===== src/rtl/video_timing_pattern_pkg.sv =====
// Shared constants for the parametrised video timing / test pattern generator:
// pattern codes, colour-bar table and the default 640x480@60 timing set.
package video_timing_pkg;

    localparam int DEF_H_ACTIVE = 640;
    localparam int DEF_H_FP     = 16;
    localparam int DEF_H_SYNC   = 96;
    localparam int DEF_H_BP     = 48;
    localparam int DEF_V_ACTIVE = 480;
    localparam int DEF_V_FP     = 10;
    localparam int DEF_V_SYNC   = 2;
    localparam int DEF_V_BP     = 33;

    localparam logic [2:0] PAT_SOLID    = 3'd0;
    localparam logic [2:0] PAT_BARS     = 3'd1;
    localparam logic [2:0] PAT_CHECKER  = 3'd2;
    localparam logic [2:0] PAT_GRADIENT = 3'd3;
    localparam logic [2:0] PAT_SCROLL   = 3'd4;

    localparam logic [23:0] RGB_WHITE = 24'hFFFFFF;
    localparam logic [23:0] RGB_BLACK = 24'h000000;
    localparam logic [23:0] RGB_BLUE  = 24'h0000FF;

    // Index 0 is the leftmost bar: W,Y,C,G,M,R,B,K.
    localparam logic [7:0][23:0] BAR_RGB = {
        24'h000000, 24'h0000FF, 24'hFF0000, 24'hFF00FF,
        24'h00FF00, 24'h00FFFF, 24'hFFFF00, 24'hFFFFFF
    };

endpackage


===== src/rtl/video_timing_pattern_if.sv =====
// Pixel-domain bundle between the timing/pattern generator and the DVI encoder / overlay logic.
// There is no handshake: every output is valid on every clk_pixel cycle and the sink never stalls.
interface video_timing_pattern_if #(
    parameter int X_W     = 10,
    parameter int Y_W     = 10,
    parameter int FRAME_W = 8
);
    logic [2:0]         pattern_sel;
    logic [23:0]        solid_rgb;
    logic [7:0]         vga_r;
    logic [7:0]         vga_g;
    logic [7:0]         vga_b;
    logic               vga_hsync;
    logic               vga_vsync;
    logic               vga_blank;
    logic [X_W-1:0]     pix_x;
    logic [Y_W-1:0]     pix_y;
    logic               frame_start;
    logic [FRAME_W-1:0] frame_count;

    modport master (
        input  pattern_sel, solid_rgb,
        output vga_r, vga_g, vga_b, vga_hsync, vga_vsync, vga_blank,
               pix_x, pix_y, frame_start, frame_count
    );

    modport slave (
        output pattern_sel, solid_rgb,
        input  vga_r, vga_g, vga_b, vga_hsync, vga_vsync, vga_blank,
               pix_x, pix_y, frame_start, frame_count
    );
endinterface


===== src/rtl/video_timing_pattern_pattern_gen.sv =====
// Registered test-pattern colour for one pixel; one clock of delay so it lines up with the
// registered sync/blank outputs of the top level.
module pattern_gen
    import video_timing_pkg::*;
#(
    parameter int X_W          = 10,
    parameter int Y_W          = 10,
    parameter int FRAME_W      = 8,
    parameter int H_ACTIVE     = 640,
    parameter int CHECKER_LOG2 = 5
) (
    input  logic               clk_pixel,
    input  logic               rst,
    input  logic [X_W-1:0]     x,
    input  logic [Y_W-1:0]     y,
    input  logic               active,
    input  logic [2:0]         sel,
    input  logic [FRAME_W-1:0] frame_count,
    input  logic [23:0]        solid,
    output logic [23:0]        rgb
);
    localparam int BAR_W = (H_ACTIVE / 8 > 0) ? H_ACTIVE / 8 : 1;

    logic [15:0] xe, ye, fe;
    logic [15:0] bar_q;
    logic [2:0]  bar_idx;
    logic        checker_on;
    logic [15:0] scroll_ofs;
    logic        scroll_on;
    logic [23:0] color;

    assign xe = 16'(x);
    assign ye = 16'(y);
    assign fe = 16'(frame_count);

    assign bar_q      = xe / 16'(BAR_W);
    assign bar_idx    = (bar_q > 16'd7) ? 3'd7 : bar_q[2:0];
    assign checker_on = |(((xe ^ ye) >> CHECKER_LOG2) & 16'd1);
    // Subtraction modulo 64 makes the bar wrap around the screen as frames advance.
    assign scroll_ofs = (xe - fe) & 16'h003F;
    assign scroll_on  = scroll_ofs < 16'd8;

    always_comb begin
        color = solid;
        case (sel)
            PAT_BARS:     color = BAR_RGB[bar_idx];
            PAT_CHECKER:  color = checker_on ? RGB_WHITE : RGB_BLACK;
            PAT_GRADIENT: color = {xe[7:0], ye[7:0], xe[7:0] ^ ye[7:0]};
            PAT_SCROLL:   color = scroll_on ? RGB_WHITE : RGB_BLUE;
            default:      color = solid;
        endcase
    end

    always_ff @(posedge clk_pixel) begin
        if (rst) begin
            rgb <= RGB_BLACK;
        end else begin
            rgb <= active ? color : RGB_BLACK;
        end
    end

endmodule


===== src/rtl/video_timing_pattern.sv =====
// Parametrised video timing generator: h/v counters, sync/blank decode, per-frame pattern latch
// and output registers, all aligned one clock after the counter state.
module video_timing_pattern
    import video_timing_pkg::*;
#(
    parameter int H_ACTIVE     = DEF_H_ACTIVE,
    parameter int H_FP         = DEF_H_FP,
    parameter int H_SYNC       = DEF_H_SYNC,
    parameter int H_BP         = DEF_H_BP,
    parameter int V_ACTIVE     = DEF_V_ACTIVE,
    parameter int V_FP         = DEF_V_FP,
    parameter int V_SYNC       = DEF_V_SYNC,
    parameter int V_BP         = DEF_V_BP,
    parameter bit H_POL        = 1'b0,
    parameter bit V_POL        = 1'b0,
    parameter int CHECKER_LOG2 = 5,
    parameter int FRAME_W      = 8
) (
    input  logic clk_pixel,
    input  logic rst,
    video_timing_pattern_if.master vid
);
    localparam int H_TOTAL = H_ACTIVE + H_FP + H_SYNC + H_BP;
    localparam int V_TOTAL = V_ACTIVE + V_FP + V_SYNC + V_BP;
    localparam int X_W     = $clog2(H_TOTAL);
    localparam int Y_W     = $clog2(V_TOTAL);

    localparam logic [X_W-1:0] H_LAST   = X_W'(H_TOTAL - 1);
    localparam logic [Y_W-1:0] V_LAST   = Y_W'(V_TOTAL - 1);
    localparam logic [31:0]    HS_START = 32'(H_ACTIVE + H_FP);
    localparam logic [31:0]    HS_END   = 32'(H_ACTIVE + H_FP + H_SYNC);
    localparam logic [31:0]    VS_START = 32'(V_ACTIVE + V_FP);
    localparam logic [31:0]    VS_END   = 32'(V_ACTIVE + V_FP + V_SYNC);

    logic [X_W-1:0]     hcount;
    logic [Y_W-1:0]     vcount;
    logic [2:0]         sel_q;
    logic [23:0]        solid_q;
    logic [FRAME_W-1:0] frame_count_q;
    logic [FRAME_W-1:0] fc_pix;
    logic [31:0]        hc32, vc32;
    logic               line_end, frame_end, frame_first;
    logic               active, hs_on, vs_on;
    logic [23:0]        rgb;

    logic               hsync_q, vsync_q, blank_q, frame_start_q;
    logic [X_W-1:0]     pix_x_q;
    logic [Y_W-1:0]     pix_y_q;

    assign hc32        = 32'(hcount);
    assign vc32        = 32'(vcount);
    assign line_end    = (hcount == H_LAST);
    assign frame_end   = line_end && (vcount == V_LAST);
    assign frame_first = (hcount == '0) && (vcount == '0);
    assign active      = (hc32 < 32'(H_ACTIVE)) && (vc32 < 32'(V_ACTIVE));
    assign hs_on       = (hc32 >= HS_START) && (hc32 < HS_END);
    assign vs_on       = (vc32 >= VS_START) && (vc32 < VS_END);
    // The pixel at (0,0) must already see the count that frame_count shows alongside it.
    assign fc_pix      = frame_first ? frame_count_q + 1'b1 : frame_count_q;

    always_ff @(posedge clk_pixel) begin
        if (rst) begin
            hcount        <= '0;
            vcount        <= '0;
            sel_q         <= PAT_SOLID;
            solid_q       <= vid.solid_rgb;
            frame_count_q <= '0;
            hsync_q       <= ~H_POL;
            vsync_q       <= ~V_POL;
            blank_q       <= 1'b1;
            frame_start_q <= 1'b0;
            pix_x_q       <= '0;
            pix_y_q       <= '0;
        end else begin
            if (line_end) begin
                hcount <= '0;
                vcount <= frame_end ? '0 : vcount + 1'b1;
            end else begin
                hcount <= hcount + 1'b1;
            end
            if (frame_end) begin
                sel_q   <= vid.pattern_sel;
                solid_q <= vid.solid_rgb;
            end
            if (frame_first) begin
                frame_count_q <= frame_count_q + 1'b1;
            end
            hsync_q       <= hs_on ? H_POL : ~H_POL;
            vsync_q       <= vs_on ? V_POL : ~V_POL;
            blank_q       <= ~active;
            frame_start_q <= frame_first;
            pix_x_q       <= hcount;
            pix_y_q       <= vcount;
        end
    end

    pattern_gen #(
        .X_W          (X_W),
        .Y_W          (Y_W),
        .FRAME_W      (FRAME_W),
        .H_ACTIVE     (H_ACTIVE),
        .CHECKER_LOG2 (CHECKER_LOG2)
    ) u_pattern_gen (
        .clk_pixel   (clk_pixel),
        .rst         (rst),
        .x           (hcount),
        .y           (vcount),
        .active      (active),
        .sel         (sel_q),
        .frame_count (fc_pix),
        .solid       (solid_q),
        .rgb         (rgb)
    );

    assign vid.vga_r       = rgb[23:16];
    assign vid.vga_g       = rgb[15:8];
    assign vid.vga_b       = rgb[7:0];
    assign vid.vga_hsync   = hsync_q;
    assign vid.vga_vsync   = vsync_q;
    assign vid.vga_blank   = blank_q;
    assign vid.pix_x       = pix_x_q;
    assign vid.pix_y       = pix_y_q;
    assign vid.frame_start = frame_start_q;
    assign vid.frame_count = frame_count_q;

endmodule


===== src/flat_wrapper.sv =====
// flat-port wrapper written by rule: the top's interface ports become plain ports
module video_timing_pattern_flat import video_timing_pkg::*;
#(
    parameter int H_ACTIVE     = DEF_H_ACTIVE,
    parameter int H_FP         = DEF_H_FP,
    parameter int H_SYNC       = DEF_H_SYNC,
    parameter int H_BP         = DEF_H_BP,
    parameter int V_ACTIVE     = DEF_V_ACTIVE,
    parameter int V_FP         = DEF_V_FP,
    parameter int V_SYNC       = DEF_V_SYNC,
    parameter int V_BP         = DEF_V_BP,
    parameter bit H_POL        = 1'b0,
    parameter bit V_POL        = 1'b0,
    parameter int CHECKER_LOG2 = 5,
    parameter int FRAME_W      = 8
)
  (clk_pixel, rst, vid_pattern_sel, vid_solid_rgb, vid_vga_r, vid_vga_g, vid_vga_b, vid_vga_hsync, vid_vga_vsync, vid_vga_blank, vid_pix_x, vid_pix_y, vid_frame_start, vid_frame_count);
  video_timing_pattern_if #(.X_W(10), .Y_W(10), .FRAME_W(FRAME_W)) vid_i ();
  input  logic clk_pixel;
  input  logic rst;
  input wire logic [$bits(vid_i.pattern_sel)-1:0] vid_pattern_sel;
  input wire logic [$bits(vid_i.solid_rgb)-1:0] vid_solid_rgb;
  output wire logic [$bits(vid_i.vga_r)-1:0] vid_vga_r;
  output wire logic [$bits(vid_i.vga_g)-1:0] vid_vga_g;
  output wire logic [$bits(vid_i.vga_b)-1:0] vid_vga_b;
  output wire logic [$bits(vid_i.vga_hsync)-1:0] vid_vga_hsync;
  output wire logic [$bits(vid_i.vga_vsync)-1:0] vid_vga_vsync;
  output wire logic [$bits(vid_i.vga_blank)-1:0] vid_vga_blank;
  output wire logic [$bits(vid_i.pix_x)-1:0] vid_pix_x;
  output wire logic [$bits(vid_i.pix_y)-1:0] vid_pix_y;
  output wire logic [$bits(vid_i.frame_start)-1:0] vid_frame_start;
  output wire logic [$bits(vid_i.frame_count)-1:0] vid_frame_count;
  assign vid_i.pattern_sel = vid_pattern_sel;
  assign vid_i.solid_rgb = vid_solid_rgb;
  assign vid_vga_r = vid_i.vga_r;
  assign vid_vga_g = vid_i.vga_g;
  assign vid_vga_b = vid_i.vga_b;
  assign vid_vga_hsync = vid_i.vga_hsync;
  assign vid_vga_vsync = vid_i.vga_vsync;
  assign vid_vga_blank = vid_i.vga_blank;
  assign vid_pix_x = vid_i.pix_x;
  assign vid_pix_y = vid_i.pix_y;
  assign vid_frame_start = vid_i.frame_start;
  assign vid_frame_count = vid_i.frame_count;
  video_timing_pattern #(.H_ACTIVE(H_ACTIVE), .H_FP(H_FP), .H_SYNC(H_SYNC), .H_BP(H_BP), .V_ACTIVE(V_ACTIVE), .V_FP(V_FP), .V_SYNC(V_SYNC), .V_BP(V_BP), .H_POL(H_POL), .V_POL(V_POL), .CHECKER_LOG2(CHECKER_LOG2), .FRAME_W(FRAME_W)) u_core (.clk_pixel(clk_pixel), .rst(rst), .vid(vid_i));
endmodule

===== config.mk =====
export PLATFORM = sky130hd
export DESIGN_NAME = video_timing_pattern_flat
export DESIGN_NICKNAME = d
export VERILOG_FILES = /design/src/rtl/video_timing_pattern_pkg.sv /design/src/rtl/video_timing_pattern_if.sv /design/src/rtl/video_timing_pattern_pattern_gen.sv /design/src/rtl/video_timing_pattern.sv /design/src/flat_wrapper.sv
export SDC_FILE = /design/constraint.sdc
export NUM_CORES = 1
export LEC_CHECK = 0
export CAP_MARGIN = 5
export CORE_ASPECT_RATIO = 1.1
export CORE_MARGIN = 3
export CORE_UTILIZATION = 25
export DETAILED_ROUTE_END_ITERATION = 16
export HOLD_SLACK_MARGIN = 0.15
export PLACE_DENSITY = 0.56
export SYNTH_ARGS = -nofsm -noshare
export SYNTH_HDL_FRONTEND = slang
export SYNTH_SLANG_ARGS = --single-unit

===== constraint.sdc =====
create_clock -name clk_pixel -period 10.2 [get_ports clk_pixel]
set_input_delay 3.06 -clock clk_pixel [delete_from_list [all_inputs] [get_ports clk_pixel]]
set_output_delay 3.06 -clock clk_pixel [all_outputs]
set_load 0.01 [all_outputs]

**Register map, names as in the netlist**

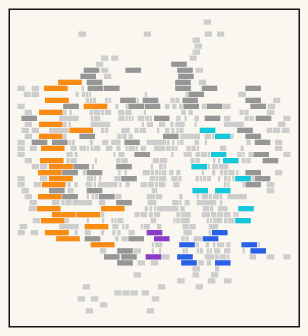
- `u_core.solid_q`: orange (sequential cells 24; where middle left)
- `u_core.vid.frame_count`: blue (sequential cells 8)
- `u_core.sel_q`: purple (sequential cells 3)
- `u_core.hcount`: cyan (sequential cells 10; where middle right)

**Wire density map**

26 x 29 tiles, from black (low) to pale yellow (high), scaled to the fullest tile. Values are wire area over tile area, all layers added.
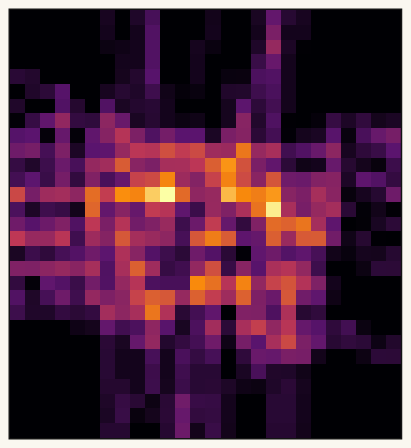
- fullest tile: 0.50
- nearly empty tiles: 31%
- densest ninth of the die: center
- mean over tiles: 0.089
Total Routing Usage GR: 0.120
Detailed Route WL: 10700 um
per-cell routed wire length: 15.3 um
vias: 3185

==> flow_summary.toml <==
# implementation run metrics
[status]
outcome = "complete, no violations"

[synth]
syn_nets = 464
yosys_warnings = 0
yosysTopAreaCellShare = 0.372
logic_family = "simple AND/OR/NAND/NOR gates"
ys_area_mm2 = 0.00426
ys_sh_mux = 0.0144
yosys-stat-cells = 426
xor_share = 0.0679

[critical_path]
cp_max_fo = 39
cp.required_ns = 10.17
endpoint_kind = "register"
crit_arrival_ns = 4.58

[cts]
cts_hold_buf = 0
ctsRootBufferMaster = "clkbuf_16"
cts_tree = "built"
h-tree-depth = 3
clk_path_buf_depth = 2
cts-buffers-inserted = 9
clk_pin_slew_ns = 0.07

[die]
rows = 49

[cells_and_area]
lay_top_cells = "clkdlybuf4s50_1, dfxtp_1, nor2_1, nand2_1, o21ai_0"
lay_top_count = "clkdlybuf4s50_1"
instances_no_fill = 700
synthToLayoutAreaGrowth_pct = 30.3
stdcell_area_mm2 = 0.00554
drive_above_1_share = 0.0927

[route]
drt_iter0_markers = 211
via_per_inst = 4.55
ant_nets = 0
route.detailed.drc = 0

[power]
intPower_mw = 0.672
total_power_mw = 0.861

[sta]
min_period_ns = 4.61
fin_crit_sh = 0.452
report.final.setup_viol = 0
==> sequential cells by signal (all words and copies together) (netlist names) <==
name and flops:
u_core.vid.vga_vsync 1, u_core.vid.frame_start 1, u_core.vid.vga_blank 1, u_core.vid.vga_hsync 1
u_core.u_pattern_gen.rgb 24, u_core.vid.pix_y 10, u_core.solid_q 24, u_core.vcount 10
u_core.vid.pix_x 10, u_core.hcount 10, u_core.vid.frame_count 8, u_core.sel_q 3
==> per-layer routing <==
metal	vias to the layer above	track usage	part of all wire
li1	1586	-	-
met1	1512	0.154	0.45
met2	78	0.203	0.49
met3	9	0.0314	0.046
met4	0	0.0298	0.010
met5	-	0	0
==> kinds of logic after synthesis <==
kind of cell	Yosys count
compound gates	69
xor+xnor	33
fa+ha+maj	10
buf+inv	43
flops	103
mux	6
simple gates	162
==> per-stage QoR <==
| step | hold WS [ns] | worst slack [ns] | util |
|---|---|---|---|
| floorplan | 0.469 | 5.48 | - |
| global placement | 0.497 | 5.26 | 0.318 |
| detailed placement | 0.488 | 5.21 | 0.318 |
| CTS | 0.496 | 5.56 | 0.336 |
| global route | 0.536 | 5.49 | 0.336 |
| finish | 0.490 | 5.59 | 0.336 |
==> power groups by stage <==
stage | Clock (mW) | Combinational [mW] | Sequential (mW)
after global routing | 0.370 | 0.0819 | 0.449
after CTS | 0.351 | 0.0755 | 0.447
final | 0.340 | 0.0740 | 0.447
after global placement | 0 | 0.0733 | 0.457
after detailed placement | 0 | 0.0749 | 0.456
after floorplan | 0 | 0.0332 | 0.456
==> critical path: stages <==
cell and delay, ns:
clkdlybuf4s50_1 0.45, buf_4 0.35, or2_2 0.68
==> cell type report <==
type,count,area (um^2),area share
clock buffer,12,279,0.0503
inverter,10,37.5,0.00677
multi-input combinational,280,1780,0.321
sequential,103,2300,0.415
clock inverter,4,25.0,0.00451
timing repair buffer,87,863,0.156
tap,204,255,0.0460
==> synth_stat cells, types with 2 or more instances <==
master / number
and3_1: 7
xnor2_1: 9
a21oi_2: 17
nand2_4: 2
buf_6: 2
nand3b_1: 2
nor4_1: 5
a221oi_1: 2
o21ai_0: 28
nor2b_1: 19
nand3_1: 12
dfxtp_1: 79
ha_1: 9
nor4b_1: 2
clkbuf_1: 28
a32oi_1: 2
buf_1: 2
edfxtp_1: 24
xor2_1: 24
or3_4: 2
or2_2: 3
and3b_1: 2
nor3_1: 5
nor2_1: 52
nand4_1: 11
a21oi_1: 11
inv_1: 10
mux2i_1: 5
nand2_1: 31
==> path summary, 6_finish.rpt <==
kind,end,cells after the start,slack (ns),from
min,u_core.u_pattern_gen.rgb[1]$_SDFF_PP0_,2,0.49,u_core.solid_q[1]$_DFFE_PP_
max reg2reg,u_core.u_pattern_gen.rgb[9]$_SDFF_PP0_,15,6.35,u_core.hcount[1]$_SDFF_PP0_
min reg2reg,u_core.u_pattern_gen.rgb[1]$_SDFF_PP0_,2,0.49,u_core.solid_q[1]$_DFFE_PP_
max,u_core.solid_q[3]$_DFFE_PP_,3,5.59,rst
Power is estimated from default activity; no workload was simulated.
